File: src/rtl/fp_param_loader.sv
// fp_param_loader: assembles multi-word host parameter writes and offers
// each committed value as one valid/ready transaction with a channel mask.
// Ports:
//   clk50_in, reset_n_in        clock, async active-low reset
//   wr_addr_in                  [15:8] chan (0xFF bcast), [7:0] param id
//   wr_data_in, wr_*_stb_in     word push / commit / abort pulses
//   param_*                     downstream valid/ready transaction
//   busy_out, err_out           not-idle flag, sticky errors
//   err_clr_in                  clears err_out
//   commit_cnt_out              handshake counter (wraps)
// Optional: define FP_PARAM_SHADOW_EN for a readable shadow array
//   (rd_chan_in, rd_pid_in, rd_val_out).
module fp_param_loader #(
  parameter int N_CHAN  = 8,
  parameter int N_PARAM = 16,
  parameter int W_WORD  = 16,
  parameter int N_WORDS = 3,
  parameter int W_PID   = 4
) (
  input  logic                      clk50_in,
  input  logic                      reset_n_in,
  input  logic [15:0]               wr_addr_in,
  input  logic [W_WORD-1:0]         wr_data_in,
  input  logic                      wr_word_stb_in,
  input  logic                      wr_commit_stb_in,
  input  logic                      wr_abort_stb_in,
  output logic                      param_valid_out,
  input  logic                      param_ready_in,
  output logic [W_PID-1:0]          param_id_out,
  output logic [W_WORD*N_WORDS-1:0] param_val_out,
  output logic [N_CHAN-1:0]         param_chan_mask_out,
  output logic                      busy_out,
  output logic [2:0]                err_out,
  input  logic                      err_clr_in,
  output logic [15:0]               commit_cnt_out
`ifdef FP_PARAM_SHADOW_EN
  ,
  input  logic [7:0]                rd_chan_in,
  input  logic [W_PID-1:0]          rd_pid_in,
  output logic [W_WORD*N_WORDS-1:0] rd_val_out
`endif
);

  localparam int W_VAL = W_WORD * N_WORDS;
  localparam int CNTW  = $clog2(N_WORDS + 1);
  localparam int PW    = (N_PARAM > 1) ? $clog2(N_PARAM) : 1;
  localparam int CW    = (N_CHAN > 1) ? $clog2(N_CHAN) : 1;

  typedef enum logic [1:0] {
    IDLE,
    COLLECT,
    OFFER
  } state_t;

  state_t            state_q;
  logic [W_VAL-1:0]  asm_q;
  logic [CNTW-1:0]   cnt_q;

  logic [7:0]        chan;
  logic [7:0]        pid;
  logic [W_VAL-1:0]  asm_push;
  logic [CNTW-1:0]   cnt_push;
  logic              ovf;
  logic              addr_bad;
  logic              live;
  logic [N_CHAN-1:0] mask_n;
  logic [2:0]        err_set;

  assign chan = wr_addr_in[15:8];
  assign pid  = wr_addr_in[7:0];
  assign live = (state_q != OFFER);
  assign busy_out = (state_q != IDLE);

  // Effect of a push this cycle; a commit in the same cycle sees it.
  always_comb begin
    asm_push = asm_q;
    cnt_push = cnt_q;
    ovf      = 1'b0;
    if (wr_word_stb_in) begin
      if (cnt_q == CNTW'(N_WORDS)) begin
        ovf = 1'b1;
      end else begin
        cnt_push = cnt_q + CNTW'(1);
        for (int k = 0; k < N_WORDS; k++) begin
          if (cnt_q == CNTW'(k))
            asm_push[k*W_WORD +: W_WORD] = wr_data_in;
        end
      end
    end
  end

  always_comb begin
    addr_bad = ({1'b0, pid} >= 9'(N_PARAM)) ||
               (({1'b0, chan} >= 9'(N_CHAN)) && (chan != 8'hFF));
    if (chan == 8'hFF)
      mask_n = '1;
    else
      mask_n = N_CHAN'(1) << chan;
    err_set    = 3'b000;
    err_set[0] = live && !wr_abort_stb_in && ovf;
    err_set[1] = live && !wr_abort_stb_in && wr_commit_stb_in &&
                 ((cnt_push == '0) || addr_bad);
    err_set[2] = !live && wr_commit_stb_in;
  end

  always_ff @(posedge clk50_in or negedge reset_n_in) begin
    if (!reset_n_in) begin
      state_q             <= IDLE;
      asm_q               <= '0;
      cnt_q               <= '0;
      param_valid_out     <= 1'b0;
      param_id_out        <= '0;
      param_val_out       <= '0;
      param_chan_mask_out <= '0;
      err_out             <= '0;
      commit_cnt_out      <= '0;
    end else begin
      // A set in the same cycle as a clear wins for that bit.
      err_out <= (err_clr_in ? 3'b000 : err_out) | err_set;
      case (state_q)
        IDLE, COLLECT: begin
          if (wr_abort_stb_in) begin
            asm_q   <= '0;
            cnt_q   <= '0;
            state_q <= IDLE;
          end else if (wr_commit_stb_in) begin
            if (cnt_push == '0) begin
              state_q <= IDLE;
            end else if (addr_bad) begin
              asm_q   <= '0;
              cnt_q   <= '0;
              state_q <= IDLE;
            end else begin
              asm_q               <= asm_push;
              cnt_q               <= cnt_push;
              state_q             <= OFFER;
              param_valid_out     <= 1'b1;
              param_id_out        <= W_PID'(pid);
              param_val_out       <= asm_push;
              param_chan_mask_out <= mask_n;
            end
          end else begin
            asm_q   <= asm_push;
            cnt_q   <= cnt_push;
            state_q <= (cnt_push != '0) ? COLLECT : IDLE;
          end
        end
        OFFER: begin
          if (param_ready_in) begin
            param_valid_out <= 1'b0;
            state_q         <= IDLE;
            asm_q           <= '0;
            cnt_q           <= '0;
            commit_cnt_out  <= commit_cnt_out + 16'd1;
          end
        end
        default: state_q <= IDLE;
      endcase
    end
  end

`ifdef FP_PARAM_SHADOW_EN
  logic [W_VAL-1:0] shadow_q [N_CHAN][N_PARAM];
  logic             hs;
  logic             rd_ok;

  assign hs    = param_valid_out && param_ready_in;
  assign rd_ok = ({1'b0, rd_chan_in} < 9'(N_CHAN)) &&
                 (32'(rd_pid_in) < N_PARAM);

  always_ff @(posedge clk50_in or negedge reset_n_in) begin
    if (!reset_n_in) begin
      rd_val_out <= '0;
      for (int c = 0; c < N_CHAN; c++)
        for (int p = 0; p < N_PARAM; p++)
          shadow_q[c][p] <= '0;
    end else begin
      rd_val_out <= rd_ok ?
        shadow_q[rd_chan_in[CW-1:0]][rd_pid_in[PW-1:0]] : '0;
      if (hs) begin
        for (int c = 0; c < N_CHAN; c++)
          if (param_chan_mask_out[c])
            shadow_q[c][param_id_out[PW-1:0]] <= param_val_out;
      end
    end
  end
`endif

endmodule

File: config.mk
export PLATFORM = sky130hd
export DESIGN_NAME = fp_param_loader
export DESIGN_NICKNAME = d
export VERILOG_FILES = /design/src/rtl/fp_param_loader.sv
export SDC_FILE = /design/constraint.sdc
export NUM_CORES = 1
export LEC_CHECK = 0
export CORE_ASPECT_RATIO = 2
export CORE_UTILIZATION = 40
export CTS_BUF_LIST = sky130_fd_sc_hd__clkbuf_8
export CTS_CLUSTER_DIAMETER = 100
export CTS_CLUSTER_SIZE = 8
export DETAILED_ROUTE_END_ITERATION = 7
export HOLD_SLACK_MARGIN = 0.08
export PLACE_DENSITY = 0.66
export SLEW_MARGIN = 30
export SYNTH_ARGS = -nofsm -noshare
export SYNTH_HDL_FRONTEND = slang
export SYNTH_SLANG_ARGS = --single-unit
File: constraint.sdc
create_clock -name clk50_in -period 2.39 [get_ports clk50_in]
set_input_delay 0.5975 -clock clk50_in [delete_from_list [all_inputs] [get_ports clk50_in]]
set_output_delay 0.5975 -clock clk50_in [all_outputs]
set_load 0.005 [all_outputs]
Run 1, floorplan with the power grid:
Scale bar: 20 um. Pins as bars on the die edge. Tap cells in grey.
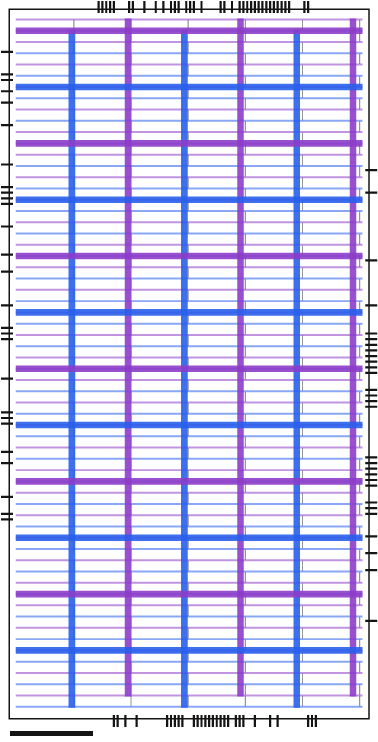
Key: blue = VSS; purple = VDD
6 straps on met4. The core has 61 rows.
Die Height: 171 um
core area: 0.0139 mm2
highest ir drop seen on vdd: 0.561 mV

Run 1, cell classes on the final placement:
Scale bar: 20 um.
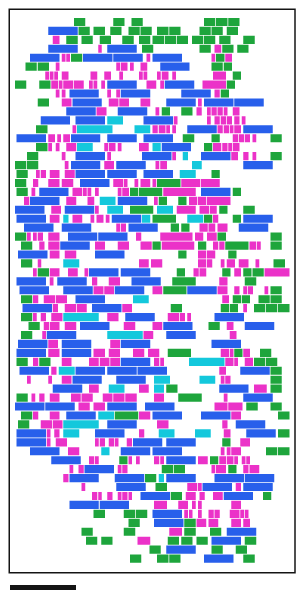
Key: cyan = clock drivers and dummy loads [cells 31]; magenta = all other logic [cells 340]; green = other buffers and delay cells [cells 164]; blue = flops [cells 132]
post-route standard cell area excluding fillers: 0.00789 mm2
final core occ: 0.568

Run 1, clock distribution:
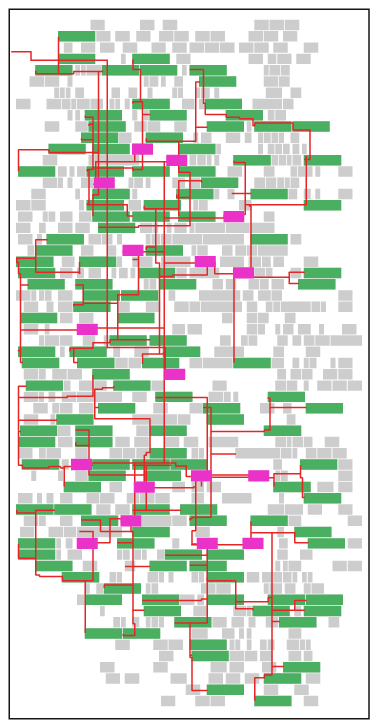
Key: green = flip-flops [count 132]; magenta = cells driving clock nets [count 17]; red = clock wires [length 1730 um]
Position of the flops: all over the die.
clock network latency to the later pin of the worst-skew pair: 0.43 ns
relative contribution of the clock network to total power: 0.439
Fin Clk Skew: 0.00890 ns
clock group total power: 2160 uW

==> out/qor.log, run 1 <==
qor: status.run_status completed
qor: setup_path.path_max_fanout 40
qor: global_routing.global_route.usage.total 0.217
qor: cts.post_cts_resized 0
qor: synthesis.number_of_enable_flip_flop_cells 0
qor: setup_path.critPathBufInv 2
qor: global_routing.grt_use_met3 0.0420
qor: timing.finalHoldViolCount 0
qor: cts.cts_buffers 17
qor: synthesis.synth.cellmix.adderShare 0.00219
qor: global_routing.met1_usage 0.238
qor: floorplan.chip_area 0.0148 mm2
qor: timing.finalCriticalPeriod 2.27 ns
qor: routing.detail_route.wl_per_cell 17.6 um
qor: power.switching_share 0.235
qor: power.power_per_cell_area 622 mW/mm2
qor: synthesis.yosysCellCount 505
qor: synthesis.mux_share 0.0660
qor: synthesis.dominantRegCellSynth dfrtp_1
qor: cts.htree_num_levels 4
qor: floorplan.floorplan.core_util 0.411
qor: synthesis.synth.top_cells.by_area dfrtp_1 (58%), a22o_1 (7.5%), mux2i_1 (5.6%)
qor: synthesis.synth.distinct_cells 46
qor: synthesis.synth_largest_type_area_fraction 0.579
qor: setup_path.setup.worst_path.start wr_addr_in[13]
qor: synthesis.postSynthNetCount 545
qor: timing.worstMarginPinSlew 0.649 ns
qor: finish.antenna_diode_count 0
qor: setup_path.setup.reg_to_reg.worst_slack 0.34 ns
qor: routing.met3_length 611 um
qor: setup_path.cp_data_required_time 2.74 ns
qor: synthesis.synth_top_cell_by_area dfrtp_1
qor: cts.tritoncts done
qor: finish.final_layout_size_suffix_gt1_frac 0.145
qor: place.finalWeightedCongestion 0.818
qor: routing.drt-vias-per-instance 5.30
qor: cts.clkTransAtPathRegs 0.08 ns
qor: finish.filler_cell_count 1212
qor: cts.cts_root_buf clkbuf_8
qor: cts.post-cts-setup-buffer-count 0
qor: synthesis.ys_top_logic_family AND-OR/OR-AND gates
qor: cts.clock_path_buffers 2
qor: floorplan.dieWidth 86.5 um
qor: routing.drt-pass1-iter-count 4
qor: synthesis.post_synth_inst_count 505
qor: setup_path.slowest_stage or4_4
qor: timing.report.final.slew_viol_count 0
qor: finish.reg.largest.list asm_q (48), param_val_out (48), commit_cnt_out (16)
qor: setup_path.critical_path_arrival 2.62 ns
qor: synthesis.xor_area_frac 0.0215
qor: routing.met2_wirelength 8350 um
qor: cts.cts.sink_count 132
qor: routing.topRoutingLayerUsed met4
qor: power.p_comb_frac 0.091
qor: timing.max_freq 0.440 GHz
qor: finish.instances_no_fill 856
qor: power.power_top_consumer sequential cells
qor: synthesis.synth-async-reset-ratio 1.00
qor: timing.setup_total_negative_slack 0 ns
qor: timing.fin_ws 0.117 ns
qor: setup_path.worst_path_largest_cell_delay 0.59 ns
qor: floorplan.pin_count 120
qor: power.power.leakage 0.00366 uW
qor: setup_path.timing.critical_path.to param_val_out[37]
qor: synthesis.syn_area_per_cell 11.3 um2
qor: timing.setup_repair_after_global_routing_missed_its_margin no
qor: finish.final_nets 695
qor: setup_path.worst_r2r_startpoint state_q[1]
qor: global_routing.grt_overflow 0
qor: routing.first_iter_violations 140
qor: routing.met1_length 5540 um
qor: setup_path.worstSetupPathDepth 7
qor: flow_run.timing.max_cap.violations 0
qor: synthesis.syn_area 0.00571 mm2
qor: power.cellInternalPower 3750 uW
qor: setup_path.critical_path_cell_sequence clkdlybuf4s50_1, or4_4, nor2_8, o2111a_4, buf_12, nor2_1, a31oi_1
[run 1: layout make-up]
| type | count | area (um2) | area share |
|---|---|---|---|
| Clock inverter | 13 | 205 | 0.0260 |
| Tap cell | 189 | 236 | 0.0300 |
| Inverter | 6 | 22.5 | 0.00285 |
| Multi-Input combinational cell | 334 | 2220 | 0.282 |
| Timing Repair Buffer | 164 | 1650 | 0.209 |
| Sequential cell | 132 | 3300 | 0.419 |
| Clock buffer | 18 | 248 | 0.0314 |
[run 1: worst reg2reg max path: stages (launching register included)]
cell and delay (ns):
dfrtp_1 0.48, nor3_1 0.14, a22oi_1 0.56, o311ai_2 0.24, buf_4 0.26, a22o_1 0.25
--- run 2 (diff from run 1) ---
--- a/config.mk
+++ b/config.mk
@@ -6,14 +6,15 @@
 export NUM_CORES = 1
 export LEC_CHECK = 0
 export CORE_ASPECT_RATIO = 2
-export CORE_UTILIZATION = 40
+export CORE_UTILIZATION = 25
 export CTS_BUF_LIST = sky130_fd_sc_hd__clkbuf_8
 export CTS_CLUSTER_DIAMETER = 100
 export CTS_CLUSTER_SIZE = 8
 export DETAILED_ROUTE_END_ITERATION = 7
 export HOLD_SLACK_MARGIN = 0.08
-export PLACE_DENSITY = 0.66
-export SLEW_MARGIN = 30
+export MAX_ROUTING_LAYER = met4
+export PLACE_DENSITY = 0.46
+export SLEW_MARGIN = 20
 export SYNTH_ARGS = -nofsm -noshare
 export SYNTH_HDL_FRONTEND = slang
 export SYNTH_SLANG_ARGS = --single-unit
Run 2, cell classes on the final placement:
Scale bar: 20 um.
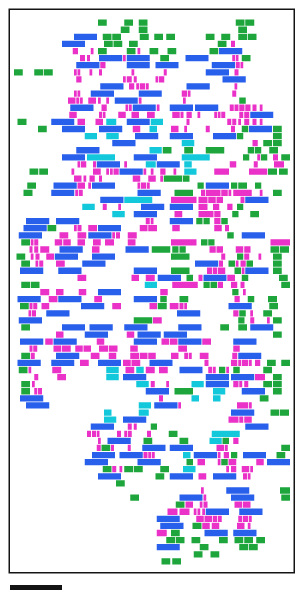
Key: green = other buffers and delay cells [cells 169]; cyan = clock drivers and dummy loads [cells 32]; blue = flops [cells 132]; magenta = all other logic [cells 340]
site row count: 77
final core occ: 0.361
core area: 0.0223 mm2
share of cell area taken by flip-flops and latches: 0.411
post-route standard cell area excluding fillers: 0.00803 mm2

Run 2, congestion heat map:
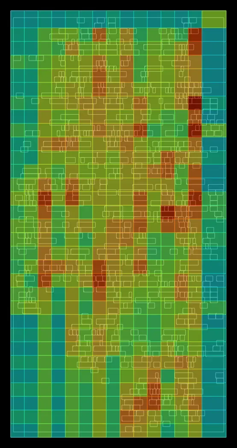
busiest grt layer: met2
Global Route Usage Sum: 0.155

==> run 2 against run 1 <==
Sequential power barely moved. Wire length up 11%. Clock skew up 0.0084 ns. Largest power group unchanged.
==> out/qor.log, run 2 <==
qor: status.run_status completed
qor: finish.seq_area 0.00330 mm2
qor: power.power.leakage 0.00369 uW
qor: synthesis.syn_area 0.00571 mm2
qor: power.cellInternalPower 3700 uW
qor: timing.timing.clock.skew 0.0173 ns
qor: floorplan.tapcell.inserted 276
qor: routing.first_iter_violations 202
qor: power.p_comb_frac 0.091
qor: power.power_frac_clock 0.445
qor: synthesis.synth.top_cells.by_area dfrtp_1 (58%), a22o_1 (7.5%), mux2i_1 (5.6%)
qor: synthesis.number_of_enable_flip_flop_cells 0
qor: cts.clkTransAtPathRegs 0.09 ns
qor: synthesis.dominantRegCellSynth dfrtp_1
qor: timing.max_freq 0.445 GHz
qor: setup_path.worst_r2r_startpoint cnt_q[0]
qor: finish.sh_comb_area 0.277
qor: floorplan.pin_count 120
qor: finish.num-multi-input-gates 334
qor: global_routing.grt_overflow 0
qor: power.pwr.group.clock 2210 uW
qor: timing.finalCriticalPeriod 2.24 ns
qor: setup_path.critical_path_cell_sequence clkdlybuf4s50_1, or4_4, nor2_8, o21ai_4, a2111oi_4, buf_12, a22o_1
qor: cts.tritoncts done
qor: routing.drt-pass1-iter-count 4
qor: synthesis.synth.cellmix.adderShare 0.00219
qor: cts.cts_buffers 17
qor: power.p_seq 2300 uW
qor: power.power_top_consumer sequential cells
qor: finish.layout.area.top_class flip-flops and latches
qor: synthesis.synth_top_cell_by_area dfrtp_1
qor: finish.flop-count 132
qor: finish.layout_top_cells_excl_fill_tap dfrtp_1 (132), clkdlybuf4s50_1 (118), nor2_1 (65)
qor: cts.clock_latency 0.44 ns
qor: synthesis.yosysCellCount 505
qor: setup_path.setup.worst_path.start wr_addr_in[13]
qor: setup_path.crit_path_end_kind flop
qor: timing.worstMarginPinSlew 0.455 ns
qor: finish.filler_cell_count 2252
qor: setup_path.path_max_fanout 16
qor: floorplan.dieWidth 109 um
qor: cts.htree_num_levels 4
qor: setup_path.worst_path_largest_cell_delay 0.59 ns
qor: finish.clockNetworkAreaShare 0.0577
qor: power.max-vdd-ir-drop 0.273 mV
qor: finish.antenna_diode_count 1
qor: finish.instances_no_fill 950
qor: setup_path.critical_path_class primary input to flop
qor: finish.final-comb-area 0.00222 mm2
qor: routing.count_of_unresolved_drc_violations_after_routing 0
qor: setup_path.cp_data_required_time 2.75 ns
qor: synthesis.synth-async-reset-ratio 1.00
qor: global_routing.maximum_number_of_pins_on_one_net_before_global_route_repair 52
qor: finish.clockBufferCount 18
qor: cts.cts_root_buf clkbuf_8
qor: finish.inverters 6
qor: synthesis.synth.distinct_cells 46
qor: setup_path.critPathBufInv 2
qor: synthesis.synth_largest_type_area_fraction 0.579
qor: power.power_per_cell_area 618 mW/mm2
qor: min_path.hold_class flop to flop
qor: synthesis.syn_area_per_cell 11.3 um2
qor: finish.num-nonclk-buffers 169
qor: timing.fin_ws 0.145 ns
qor: synthesis.post_synth_inst_count 505
qor: synthesis.ys_top_logic_family AND-OR/OR-AND gates
qor: floorplan.chip_area 0.0235 mm2
qor: timing.setup_total_negative_slack 0 ns
qor: cts.post_cts_resized 0
qor: timing.finalHoldViolCount 0
qor: setup_path.critical_path_arrival 2.61 ns
qor: power.net_sw_power 1260 uW
qor: cts.cts.sink_count 132
qor: synthesis.xor_area_frac 0.0215
qor: place.finalWeightedCongestion 0.784
qor: synthesis.postSynthNetCount 545
qor: floorplan.floorplan.core_util 0.256
qor: synthesis.mux_share 0.0660
qor: finish.reg.largest.list asm_q (48), param_val_out (48), commit_cnt_out (16)
qor: finish.final_nets 700
qor: finish.layout.buffer.nonclock.area_share 0.208
qor: cts.post-cts-setup-buffer-count 0
qor: flow_run.timing.max_cap.violations 0
qor: finish.final_layout_size_suffix_gt1_frac 0.152
qor: timing.setup_repair_after_global_routing_missed_its_margin no
qor: floorplan.die-height 216 um
qor: power.switching_share 0.255
qor: routing.drt-vias-per-instance 4.73
qor: timing.report.final.slew_viol_count 0
Run 2, routed metal, one colour a layer:
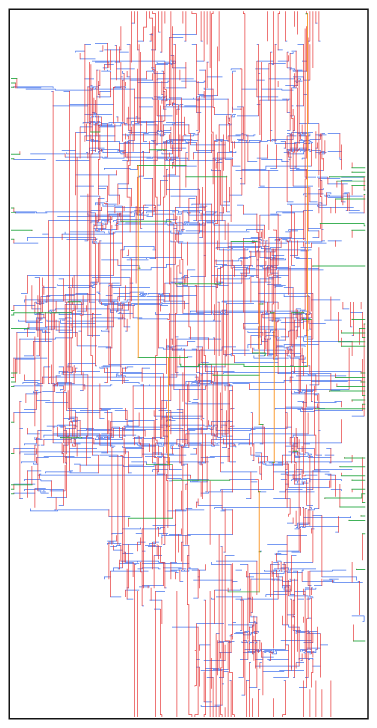
Key: green = met3 [wire length 488 um]; red = met2 [wire length 9450 um]; orange = met4 [wire length 311 um]; blue = met1 [wire length 6410 um]
detailed-route wire length: 16700 um
via count: 4492
mean routed wirelength per cell: 17.5 um

## run 2: worst paths after layout
check | end | cells past startpoint | slack, ns
max reg2reg | asm_q[43] | 5 | 0.42
max in group asynchronous | asm_q[32] | 3 | 1.03
min reg2reg | commit_cnt_out[15] | 1 | 0.48
max | asm_q[17] | 7 | 0.15
min | commit_cnt_out[15] | 1 | 0.48
min in group asynchronous | commit_cnt_out[15] | 2 | 0.64
## run 2: layer usage
layer	up-vias	share of wire	global-route usage
li1	2119	-	-
met1	2251	0.38	0.163
met2	107	0.57	0.284
met3	15	0.029	0.0245
met4	0	0.019	0.0572
met5	-	0	-
## run 2: metrics by stage
step	power, uW	instance area (um2)
floorplan	2500	5710
detailed placement	2810	7550
CTS	5050	8030
global route	5170	8030
finish	4960	8030
global placement	2800	7550
Power is estimated from default activity; no workload was simulated.
